==> run_1/port_nets.png <==
Scale bar: 50 µm.
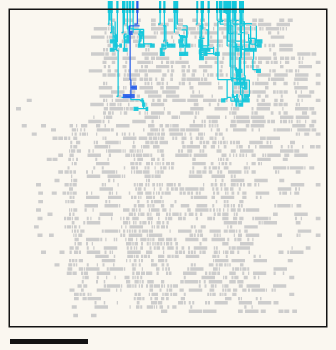
==> run_1/gate_families.png <==
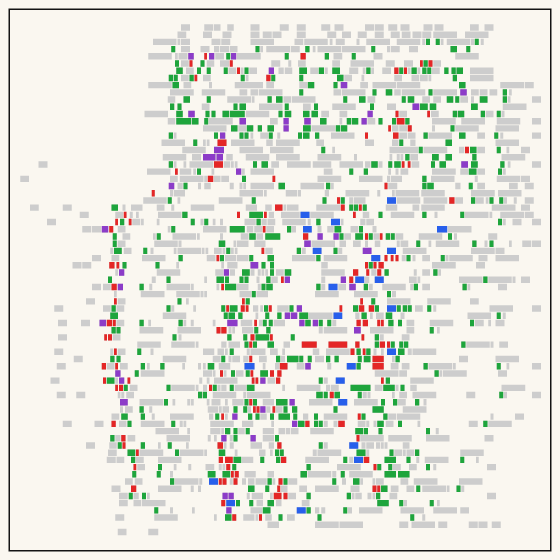
==> run_1/pdn.png <==
Scale bar: 50 µm. Pins as bars on the die edge. Tap cells in grey.
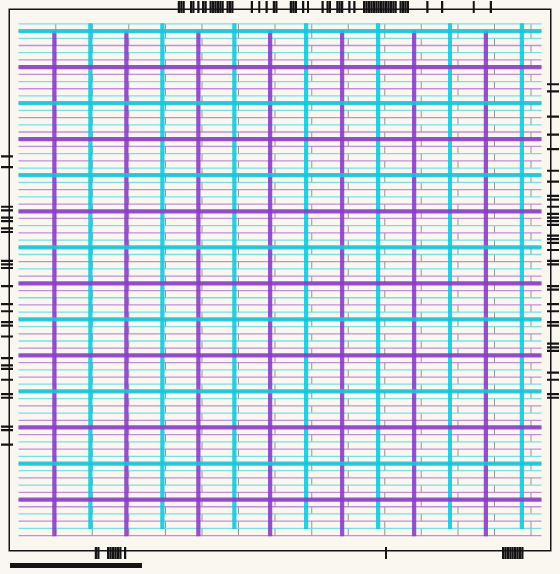
===== src/rtl/ex_div_pkg.sv =====
// rtl/ex_div_pkg.sv - shared CPU constants for the EX-stage divider
package ex_div_pkg;

  // Divider sequencer states
  typedef enum logic [1:0] {
    IDLE = 2'd0,
    BUSY = 2'd1,
    DONE = 2'd2
  } div_state_e;

  // One quotient bit per BUSY cycle
  localparam int DIV_ITERS = 32;
  localparam int DIV_CNT_W = 5;

  // Two's-complement negate when en is set, pass through otherwise
  function automatic logic [31:0] cond_neg(input logic [31:0] v, input logic en);
    return en ? (~v + 32'd1) : v;
  endfunction

endpackage


===== src/rtl/div_step.sv =====
// rtl/div_step.sv - one restoring radix-2 divide iteration
module div_step (
  input  logic [31:0] rem_in,
  input  logic        dvd_bit,
  input  logic [31:0] divisor,
  output logic [31:0] rem_out,
  output logic        quot_bit
);

  logic [32:0] shifted;
  logic [32:0] diff;

  // Shift the next dividend bit into the partial remainder and trial-subtract;
  // a borrow in bit 32 means the subtract is discarded (restore)
  always_comb begin
    shifted  = {rem_in, dvd_bit};
    diff     = shifted - {1'b0, divisor};
    quot_bit = ~diff[32];
    rem_out  = diff[32] ? shifted[31:0] : diff[31:0];
  end

endmodule


===== src/rtl/ex_div.sv =====
// rtl/ex_div.sv - multi-cycle 32-bit signed/unsigned divider for the EX stage
module ex_div
  import ex_div_pkg::*;
(
  input  logic        clk,
  input  logic        resetn,
  input  logic        div_start,
  input  logic        div_signed,
  input  logic [31:0] div_a,
  input  logic [31:0] div_b,
  input  logic        int_flush,
  output logic        div_stall,
  output logic        div_done,
  output logic [31:0] div_quot,
  output logic [31:0] div_rem
);

  div_state_e           state_q;
  div_state_e           state_d;
  logic [DIV_CNT_W-1:0] cnt_q;
  logic [31:0]          dvd_q;   // dividend bits shift out, quotient bits shift in
  logic [31:0]          rem_q;   // partial remainder
  logic [31:0]          dsr_q;   // divisor magnitude
  logic                 neg_quot_q;
  logic                 neg_rem_q;

  logic                 start_op;
  logic                 last_iter;
  logic [31:0]          step_rem;
  logic                 step_qbit;
  logic [31:0]          quot_next;

  div_step u_div_step (
    .rem_in   (rem_q),
    .dvd_bit  (dvd_q[31]),
    .divisor  (dsr_q),
    .rem_out  (step_rem),
    .quot_bit (step_qbit)
  );

  assign quot_next = {dvd_q[30:0], step_qbit};

  // State register
  always_ff @(posedge clk or negedge resetn) begin
    if (!resetn) begin
      state_q <= IDLE;
    end else begin
      state_q <= state_d;
    end
  end

  // Next state, stall and done; stall is held low while reset is asserted
  always_comb begin
    state_d   = state_q;
    div_stall = 1'b0;
    div_done  = 1'b0;
    start_op  = 1'b0;
    last_iter = 1'b0;
    if (resetn) begin
      case (state_q)
        IDLE: begin
          if (div_start && !int_flush) begin
            start_op  = 1'b1;
            div_stall = 1'b1;
            state_d   = BUSY;
          end
        end
        BUSY: begin
          div_stall = 1'b1;
          if (int_flush) begin
            state_d = IDLE;
          end else if (cnt_q == DIV_CNT_W'(DIV_ITERS - 1)) begin
            last_iter = 1'b1;
            state_d   = DONE;
          end
        end
        DONE: begin
          // The instruction that started us is still in EX; never restart here
          div_done = 1'b1;
          state_d  = IDLE;
        end
        default: state_d = IDLE;
      endcase
    end
  end

  // Operand capture, iteration datapath and sign-corrected result registers
  always_ff @(posedge clk or negedge resetn) begin
    if (!resetn) begin
      cnt_q      <= '0;
      dvd_q      <= '0;
      rem_q      <= '0;
      dsr_q      <= '0;
      neg_quot_q <= 1'b0;
      neg_rem_q  <= 1'b0;
      div_quot   <= '0;
      div_rem    <= '0;
    end else if (start_op) begin
      cnt_q      <= '0;
      dvd_q      <= cond_neg(div_a, div_signed & div_a[31]);
      dsr_q      <= cond_neg(div_b, div_signed & div_b[31]);
      rem_q      <= '0;
      neg_quot_q <= div_signed & (div_a[31] ^ div_b[31]);
      neg_rem_q  <= div_signed & div_a[31];
    end else if (state_q == BUSY && !int_flush) begin
      cnt_q <= cnt_q + 1'b1;
      dvd_q <= quot_next;
      rem_q <= step_rem;
      if (last_iter) begin
        div_quot <= cond_neg(quot_next, neg_quot_q);
        div_rem  <= cond_neg(step_rem, neg_rem_q);
      end
    end
  end

endmodule


===== config.mk =====
export PLATFORM = sky130hd
export DESIGN_NAME = ex_div
export DESIGN_NICKNAME = d
export VERILOG_FILES = /design/src/rtl/ex_div_pkg.sv /design/src/rtl/div_step.sv /design/src/rtl/ex_div.sv
export SDC_FILE = /design/constraint.sdc
export NUM_CORES = 1
export LEC_CHECK = 0
export CAP_MARGIN = 20
export CORE_MARGIN = 3
export CORE_UTILIZATION = 30
export CTS_CLUSTER_DIAMETER = 120
export DETAILED_ROUTE_END_ITERATION = 8
export PLACE_DENSITY = 0.54
export SLEW_MARGIN = 20
export SYNTH_ARGS = -nofsm -noshare
export SYNTH_HDL_FRONTEND = slang
export SYNTH_SLANG_ARGS = --single-unit
export TNS_END_PERCENT = 1

===== constraint.sdc =====
create_clock -name clk -period 5.4 [get_ports clk]
set_input_delay 1.08 -clock clk [delete_from_list [all_inputs] [get_ports clk]]
set_output_delay 1.08 -clock clk [all_outputs]
set_load 0.1 [all_outputs]

==> flow_summary.yaml, run 1 <==
# physical design summary
synthesis:
  yosys-stat-area_um2: 11700
  netlist_area_um2: 11700
  mux_share_pct: 1.98
  synthCells: 1427
  synth_area_per_cell_um2: 8.23
  top_cells_by_count: "o21ai_0, nand2_1, dfrtp_1"
  ys_seq_share_pct: 36.0
  synth_top_cell_by_count: "o21ai_0"
  edf_count: 0
  adder_share_pct: 4.22
  top_cell_area_share_pct: 36.0
  synth_cell_types: 82
  ys.warnings.count: 0
  xor_share_pct: 10.0
  synth_flops: 169
  synthesis.nets: 1535
  synth-compound-area-share_pct: 24.3
  ff_type: "dfrtp_1"
flow_run:
  tool_warnings: 28
  maxCapViolations: 0
final_timing:
  timing.slew.headroom_pct: 29.5
  hold_violations: 0
  finalHoldWorstSlack_ns: 0.476
  min_period_ns: 5.03
  tightestPinTransition_ns: 1.06
  setup_tns_ns: 0
  post-route-period-util_pct: 93.1
  clock.fmax_mhz: 199
  setup_viol: 0
place:
  gp_congestion: 0.899
  dpl.hpwl_um: 26400
  port_buffers: 134
  place_area_um2: 13500
  dp.cells: 2011
grt:
  grt_first_pass_wirelength_um: 56300
  grt.met2_usage_pct: 24.7
  grt_use_met3_pct: 3.11
  globalRouteOverflowTotal: 0
  use_met1_pct: 25.3
  grt_max_degree: 112
  antenna_found_initial: 0
  busiest_layer: "met1"
  track_usage_pct: 16.8
cells_and_area:
  final.fill_count: 3918
  stdcell_area_um2: 14200
  num-clock-buffers: 19
  n_antenna_cell: 0
  final_cell_count_no_fill: 2044
  buffer_area_share_pct: 10.3
  seq_share_pct: 29.9
  nNetsFinal: 1628
  drive_gt1_share_pct: 6.20
  seq_cells: 169
  syn2layout_area_growth_pct: 20.6
  clock_cell_area_share_pct: 4.23
  nMultiInputCombCells: 1130
  largest_class: "combinational gates"
  seqCellArea_um2: 4230
  comb-cell-share_pct: 49.6
  finalCoreUtilization_pct: 37.1
worst_setup_path:
  reg2regPathDepth: 19
  crit_type: "reg2reg"
  worstSetupEndpointType: "flop"
  crit_required_ns: 5.70
  path_cells: "ha_1 -> a21oi_1 -> o21ai_0 -> a211oi_2 -> o31ai_2 -> o21a_2 -> nor2_8 -> inv_2 -> nor2_1 -> a21oi_1 -> ha_1 -> or4b_2 -> nor2_1 -> o21ai_0 -> o21ai_1 -> o211ai_2 -> o31ai_2 -> xnor2_1 -> o21ai_1"
  crit_path_max_incr_delay_ns: 0.65
  crit_family: "AND-OR/OR-AND gates"
  reg2reg_to: "div_rem[30]$_DFFE_PN0P_"
  cp-start-kind: "flop"
  rrSetupSlack_ns: 0.37
  crit_start: "rem_q[24]$_DFFE_PN0P_"
  crit_fanout: 12
pwr:
  p_int_mw: 3.91
  pwr-share-comb_pct: 59.7
  seq_cell_power_mw: 1.82
  switching_power_mw: 3.81
  p_clk_mw: 1.29
  p_total_mw: 7.72
  pwr-share-clk_pct: 16.7
  comb_cell_power_mw: 4.61
  power-per-cell-area_nw_per_um2: 545
  switching_share_pct: 49.4
  sequentialPowerShare_pct: 23.6
detailed_routing:
  drc_errors: 0
  top_layer_used: "met4"
  via_count: 10576
  vias_per_cell: 5.17
  drt_pass1_iterations: 5
  wl_per_cell_um: 17.1
  drtAntennaViolNets: 0
  wl_met3_um: 1880
  wl_met2_um: 14900
floorplan:
  floorplan.core_util_pct: 30.8
  nWellTaps: 511
  core_um2: 38100
  fp.dieArea_um2: 41500
  rows: 71
cts:
  cts_setup_buffers: 0
  clk_path_buf_depth: 2
  cts_tree: "yes"
  hold_buffers: 0
  cts_resized: 0
  path_clk_slew_ns: 0.07
outcome:
  status: "completed"
About port_nets.png:
Key: `div_a` = cyan [direction input, edge top, end cells 69, buffers 32, wire 1340 µm]; `int_flush` = blue [direction input, edge top, end cells 4, buffers 1, wire 70.3 µm]

About gate_families.png:
Key: multiplexers = blue [cells 23]; AND and OR gates = purple [cells 55]; NOR gates = red [cells 151]; inverting AOI/OAI gates = green [cells 434]

About pdn.png:
Key: VDD = cyan; VSS = purple
72 met1 rails follow the rows. 511 tap cells.

==> run 1: registers in the layout, indices dropped and copies added, names as in the netlist <==
name / flops
div_quot: 32
dsr_q: 32
neg_quot_q: 1
state_q: 2
cnt_q: 5
neg_rem_q: 1
div_rem: 32
dvd_q: 32
rem_q: 32
==> run 1: cell usage in the layout, fill, tap and decap left out, types with 17 or more instances in the layout <==
cell	synthesis	routed
o21ai_0	204	204
nand2_1	187	187
dfrtp_1	169	169
clkdlybuf4s50_1	0	131
nor2_1	85	84
a21oi_1	78	78
xor2_1	68	68
xnor2_1	66	66
inv_1	52	52
nand3_1	48	48
ha_1	38	38
o21ai_1	36	36
nor3_1	38	36
a22oi_1	31	31
mux2i_1	21	21
o31ai_1	22	20
clkbuf_16	0	17
==> run_1/density.png <==
Scale bar: 50 µm. 20 x 20 tiles, from white (low) to dark blue (high), 0 to 100% covered.
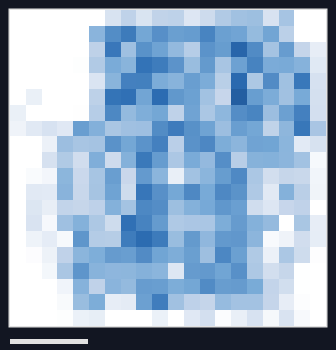

## Run 2: what changed since run 1
--- a/config.mk
+++ b/config.mk
@@ -7,10 +7,11 @@
 export LEC_CHECK = 0
 export CAP_MARGIN = 20
 export CORE_MARGIN = 3
-export CORE_UTILIZATION = 30
+export CORE_UTILIZATION = 58
 export CTS_CLUSTER_DIAMETER = 120
 export DETAILED_ROUTE_END_ITERATION = 8
-export PLACE_DENSITY = 0.54
+export GPL_ROUTABILITY_DRIVEN = 1
+export PLACE_DENSITY = 0.88
 export SLEW_MARGIN = 20
 export SYNTH_ARGS = -nofsm -noshare
 export SYNTH_HDL_FRONTEND = slang
==> run_2/density.png <==
Scale bar: 50 µm. 15 x 15 tiles, from white (low) to dark blue (high), 0 to 100% covered.
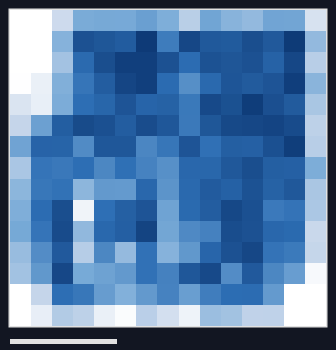
44% of the tiles are over 75% full. The mean over all tiles is 62%. The emptiest ninth of the die: top left.

==> run_2/final_placement.png <==
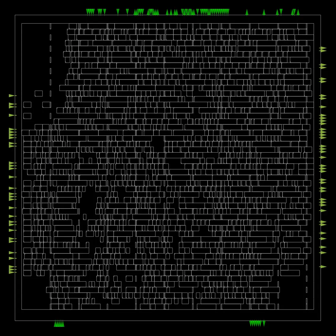
Tapcells: 265
row count: 51

==> flow_summary.yaml, run 2 <==
# physical design summary
final_timing:
  post-route-period-util_pct: 94.7
  setup_tns_ns: 0
  finalHoldWorstSlack_ns: 0.477
  hold_violations: 0
  tightestPinTransition_ns: 1.05
  setup_viol: 0
  min_period_ns: 5.11
cells_and_area:
  syn2layout_area_growth_pct: 18.2
  layout_top_cell: "o21ai_0"
  clock_cell_area_share_pct: 4.57
  mostFrequentLayoutCells: "o21ai_0, nand2_1, dfrtp_1"
  stdcell_area_um2: 13900
  nNetsFinal: 1631
  final.fill_count: 1560
  seq_cells: 169
  drive_gt1_share_pct: 6.32
  finalCoreUtilization_pct: 70.6
  final_cell_count_no_fill: 1801
  n_antenna_cell: 0
  largest_class: "combinational gates"
  nMultiInputCombCells: 1130
  num-clock-buffers: 17
  seqCellArea_um2: 4230
  seq_share_pct: 30.5
  comb-cell-share_pct: 50.5
  buffer_area_share_pct: 10.6
pwr:
  p_clk_mw: 1.33
  p_total_mw: 7.78
  power-per-cell-area_nw_per_um2: 561
  pwr-share-clk_pct: 17.1
  switching_share_pct: 49.1
  p_int_mw: 3.96
  comb_cell_power_mw: 4.62
  sequentialPowerShare_pct: 23.6
  seq_cell_power_mw: 1.84
  pwr-share-comb_pct: 59.4
worst_setup_path:
  rrSetupSlack_ns: 0.29
  path_cells: "inv_1 -> ha_1 -> fa_1 -> nand2b_1 -> a21oi_4 -> o21ai_1 -> a211oi_2 -> o21a_2 -> nor2_8 -> inv_2 -> nor2_1 -> a21oi_1 -> ha_1 -> or4b_2 -> nor2_1 -> o21ai_0 -> o21ai_1 -> o21ai_1 -> o31ai_1 -> xnor2_1 -> o21ai_1"
  reg2regPathDepth: 21
  crit_required_ns: 5.70
  crit_fanout: 11
  worstSetupEndpointType: "flop"
  cp-start-kind: "flop"
  reg2reg_to: "div_rem[22]$_DFFE_PN0P_"
  crit_path_max_incr_delay_ns: 0.64
detailed_routing:
  via_count: 11108
  wl_met2_um: 14100
  vias_per_cell: 6.17
  top_layer_used: "met4"
  drtAntennaViolNets: 0
  drt-met1-wl_um: 14500
  wl_per_cell_um: 17.8
  wl_met3_um: 2760
  drt_pass1_iterations: 6
  drc_errors: 0
place:
  port_buffers: 134
  gp_congestion: 0.923
  place_area_um2: 13200
  dpl.hpwl_um: 23600
synthesis:
  ys.warnings.count: 0
  ff_type: "dfrtp_1"
  synth_top_cell_by_count: "o21ai_0"
  ys_seq_share_pct: 36.0
  netlist_area_um2: 11700
  synth_flops: 169
  top_cells_by_count: "o21ai_0, nand2_1, dfrtp_1"
  edf_count: 0
  yosys-stat-area_um2: 11700
  synthesis.nets: 1535
  synth_area_per_cell_um2: 8.23
  synthCells: 1427
cts:
  path_clk_slew_ns: 0.07
  clk_path_buf_depth: 2
  hold_buffers: 0
  cts_resized: 0
  cts_tree: "yes"
grt:
  globalRouteOverflowTotal: 0
  grt_use_met3_pct: 4.63
  track_usage_pct: 29.3
  grt.met2_usage_pct: 44.1
  grt_max_degree: 78
  grt_first_pass_wirelength_um: 52700
  use_met1_pct: 44.4
  busiest_layer: "met1"
flow_run:
  maxCapViolations: 0
outcome:
  status: "completed"
floorplan:
  floorplan.core_util_pct: 59.7
  core_um2: 19700
-- run 2: netlist changes by cell type in the layout (fill, tap and decap cells not counted) --
cell	before	now
clkinv_4	4	1
inv_6	1	4
bufinv_16	2	3
o31ai_1	20	22
o31ai_2	5	3
clkinv_2	0	1
clkbuf_1	2	0
clkinv_8	1	2
or3_4	1	0
buf_4	16	20
or3_1	12	13
buf_12	1	0
clkinvlp_4	3	2
-- run 2: cell families (layout without fill, tap and decap cells) --
kind of cell             Yosys count  in the layout  share of synthesized area (%)
AND-OR/OR-AND                    467            467                           24.3
AND/OR/NAND/NOR                  467            467                           18.9
multiplexers                      23             23                           1.98
flip-flops                       169            169                           36.0
XOR/XNOR                         134            134                           10.0
adder cells (fa/ha/maj)           39             39                           4.22
buffers and inverters            128            237                           4.53
Power figures rest on the tool's default switching activity, not on a simulated workload.
